### config.mk
export PLATFORM = sky130hd
export DESIGN_NAME = ex_wb_stage
export DESIGN_NICKNAME = d
export VERILOG_FILES = /design/src/rtl/ex_wb_stage.sv
export SDC_FILE = /design/constraint.sdc
export NUM_CORES = 1
export LEC_CHECK = 0
export CAP_MARGIN = 20
export CELL_PAD_IN_SITES_DETAIL_PLACEMENT = 0
export CELL_PAD_IN_SITES_GLOBAL_PLACEMENT = 1
export CORE_ASPECT_RATIO = 1.75
export CORE_MARGIN = 3
export CORE_UTILIZATION = 45
export DETAILED_ROUTE_END_ITERATION = 10
export GPL_TIMING_DRIVEN = 0
export PLACE_DENSITY_LB_ADDON = 0.05
export SETUP_SLACK_MARGIN = 0.2
export SLEW_MARGIN = 20
export SYNTH_ARGS = -nofsm -noshare
export SYNTH_HDL_FRONTEND = slang
export SYNTH_SLANG_ARGS = --single-unit
### constraint.sdc
create_clock -name clk -period 3.55 [get_ports clk]
set_input_delay 0.71 -clock clk [delete_from_list [all_inputs] [get_ports clk]]
set_output_delay 0.71 -clock clk [all_outputs]
set_load 0.1 [all_outputs]
### src/rtl/ex_wb_stage.sv
// EX/WB pipeline register with an 8-entry register file and a retired-write counter.
// Define WB_BYPASS_EN to forward the committing result onto matching read ports in the same cycle.
module ex_wb_stage #(
    parameter int DATA_W = 8
) (
    input  logic              clk,
    input  logic              reset,
    input  logic              ex_valid,
    input  logic              ex_reg_write,
    input  logic [2:0]        ex_rd,
    input  logic [DATA_W-1:0] ex_result,
    input  logic              stall,
    input  logic              flush,
    input  logic [2:0]        rd_addr_a,
    input  logic [2:0]        rd_addr_b,
    output logic [DATA_W-1:0] rd_data_a,
    output logic [DATA_W-1:0] rd_data_b,
    output logic              ex_wb_reg_write,
    output logic [2:0]        ex_wb_rd,
    output logic [DATA_W-1:0] ex_wb_result,
    output logic [15:0]       retire_count
);

    logic              commit;
    logic [DATA_W-1:0] rf [8];

    // The held EX/WB content commits whenever the pipe advances; a same-cycle flush
    // only affects the younger instruction being captured, so it does not gate this.
    assign commit = ex_wb_reg_write & ~stall;

    // NOTE: sequential state uses non-blocking assignments so every register samples
    // pre-edge values, independent of block ordering.
    always_ff @(posedge clk or posedge reset) begin
        if (reset) begin
            ex_wb_reg_write <= 1'b0;
            ex_wb_rd        <= '0;
            ex_wb_result    <= '0;
        end else if (flush) begin
            ex_wb_reg_write <= 1'b0;
            ex_wb_rd        <= '0;
            ex_wb_result    <= '0;
        end else if (!stall) begin
            ex_wb_reg_write <= ex_valid & ex_reg_write;
            ex_wb_rd        <= ex_rd;
            ex_wb_result    <= ex_result;
        end
    end

    // NOTE: the register file is cleared by reset, so it is built from flops rather
    // than an inferred RAM macro; this keeps reads deterministic straight after reset.
    always_ff @(posedge clk or posedge reset) begin
        if (reset) begin
            for (int i = 0; i < 8; i++) begin
                rf[i] <= '0;
            end
        end else if (commit) begin
            rf[ex_wb_rd] <= ex_wb_result;
        end
    end

    always_ff @(posedge clk or posedge reset) begin
        if (reset) begin
            retire_count <= '0;
        end else if (commit) begin
            retire_count <= retire_count + 16'd1;
        end
    end

    // NOTE: each combinational output gets a default first, so no path can infer a latch.
    always_comb begin
        rd_data_a = rf[rd_addr_a];
        rd_data_b = rf[rd_addr_b];
`ifdef WB_BYPASS_EN
        if (commit && (rd_addr_a == ex_wb_rd)) begin
            rd_data_a = ex_wb_result;
        end
        if (commit && (rd_addr_b == ex_wb_rd)) begin
            rd_data_b = ex_wb_result;
        end
`else
`endif
    end

endmodule

**Run 1: track usage over the die**

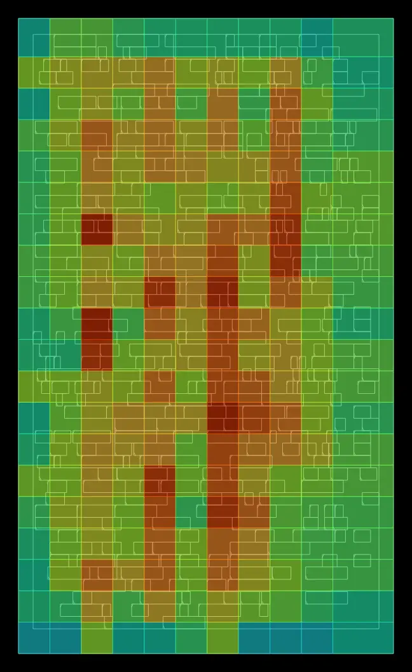
routed wirelength normalized by instance count: 21.6 um
most congested layer reported by global routing: met2
fin util: 0.562
all-layer global routing usage: 0.210
global routing usage on met1: 0.251

**Run 1: clock distribution**

Bar = 20 um.
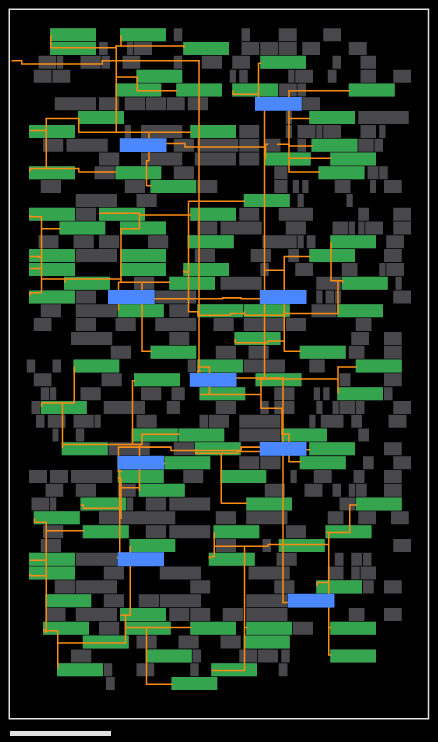
[clock wires] orange | length: 1,210 um
[flip-flops] green | count: 92
[clock drivers] blue | count: 9
routed clock nets	10

**Run 1: where the registers sit**

Bar = 20 um.
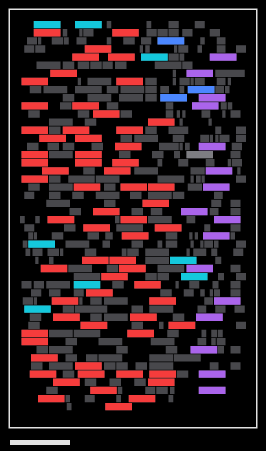
netlist name	colour	sequential cells
`retire_count`	purple	16
`rf`	red	64
`ex_wb_result`	cyan	8
`ex_wb_rd`	blue	3

**Run 1: cell classes on the final placement**

Bar = 20 um.
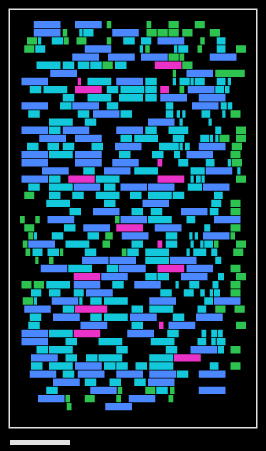
class	colour	cells
clock drivers and dummy loads	magenta	15
combinational and other logic	cyan	197
sequential cells	blue	92
remaining buffers and delay cells	green	75

==> results.txt, run 1 <==
Main metrics from the flow reports.

The number of stages on the worst hold path came out at 1. The tool warning count came out at 27. Entering global routing, the biggest net connects 80 pins. The TritonCTS sink count came out at 92. The flow ran to the end, and the final reports show no timing, DRC or antenna violations.

The clock buffer and inverter area fraction after layout is 0.0508. According to the report, the first pass of detailed routing completed in 4 iterations. Post-synth the commonest register cell is dfrtp_1. The path with the worst hold slack has its endpoint at retire_count[15]. The average instance area after synthesis came out at 15.1 sq um. According to the cell report, flip-flops and latches in the layout number 92.

Measured along the x axis, the die boundary spans 82.3 um. In the post-synthesis netlist, the cell with the most instances is dfrtp_1. Grouping non-sequential cells by family puts the most area in multiplexers.

The fraction of registers with async set/reset came out at 1.00. By startpoint and endpoint, the worst setup path is classified as primary input to output pin. In this run the most critical hold path is launched from retire_count[15].

In the floorplan report the effective utilization is 0.463. The critical path runs through a total of 5 cells. The root buffer cell chosen for the clock tree is clkbuf_16.

The cell area after technology mapping came out at about 4600 sq um.
**Run 1: logic cells by family**

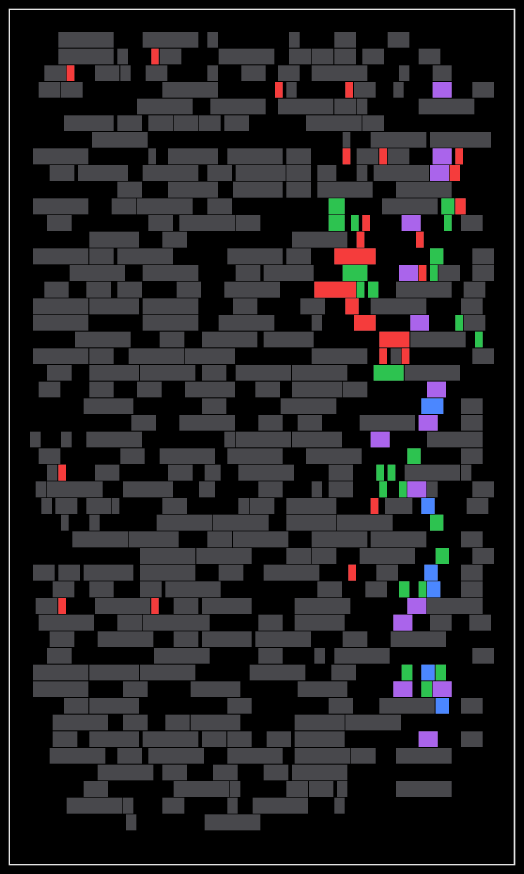

==> run 1 -> run 2 <==
--- a/config.mk
+++ b/config.mk
@@ -13,7 +13,7 @@
 export CORE_UTILIZATION = 45
 export DETAILED_ROUTE_END_ITERATION = 10
 export GPL_TIMING_DRIVEN = 0
-export PLACE_DENSITY_LB_ADDON = 0.05
+export PLACE_DENSITY_LB_ADDON = 0.1
 export SETUP_SLACK_MARGIN = 0.2
 export SLEW_MARGIN = 20
 export SYNTH_ARGS = -nofsm -noshare
**Run 2: logic cells by family**

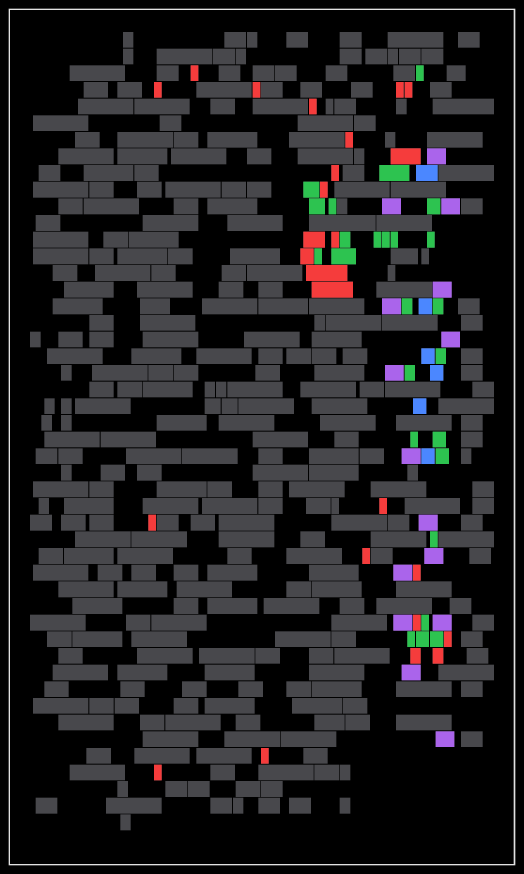
family	colour	cells
xor and xnor cells	purple	15
and/or cells	blue	6
nor cells	red	25
nand cells	green	25

==> run 2 against run 1 <==
  * Via count grew 1.8%
  * Die size is the same
  * Sequential share of layout area shrank 0.11 points
  * Clock-buffer cell count grew 2
  * Clock power grew 3.0%
  * Total power grew 1.1%
  * Critical path type unchanged
  * Critical endpoint is now rd_data_b[3]
==> results.txt, run 2 <==
Main metrics from the flow reports.

The run finished with clean final reports. The TritonCTS sink count came out at 92. Hold analysis shows the worst path with a depth of 1. The die width came out at 82.3 um. The design has approximately 92 sequential cells.

STA lists the maximum fanout along the critical path as 10. The register with the most flip-flops in the layout has 64 of them. The average wire length per cell after detail routing came out at 21.9 um. The synthesis-to-finish area growth is 21.8%. The critical path start-end classification is primary input to output pin. The detailed-router iteration count before antenna repair came out at 4. The first-pass GRT wire length came out at about 17,000 um. For this run, the leading register cell type out of synthesis is dfrtp_1. The number of stages on the worst setup path came out at 5. Setup repair after global routing left no endpoint under its margin. The routed length on met1 is 4450 um.

The fraction of the core area occupied by cells at floorplan is 0.463. met1 track demand over resource after global routing is 0.267. The placer congestion estimate came out at 0.718. The cell area after technology mapping is 4580 sq um. The clock buffer and inverter area fraction after layout is 0.0522. Per the OpenROAD floorplan log, the height of the die is 140 um. Sorting the synthesis cell report by count puts at the top dfrtp_1. The end point of the most critical hold path is retire_count[15]. The multi-input combinational cells in the finished layout cover a total of 2200 sq um. For this run, the total global-route usage over all layers was measured as 0.209. Looking at the global route congestion table, the highest-usage layer is met2.

In this run the clock root is driven by a clkbuf_16. Yosys shows that the main logic family after synthesis is multiplexers.
**Run 2: clock distribution**

Bar = 20 um.
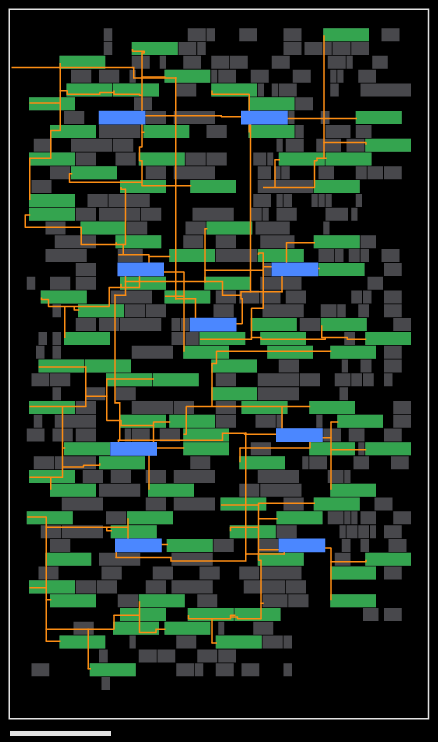
[clock drivers] blue | count: 9
[clock wires] orange | length: 1,200 um
[flip-flops] green | count: 92
routed clock nets	10
flops lie	spread over the die

Power and IR drop assume default switching activity.
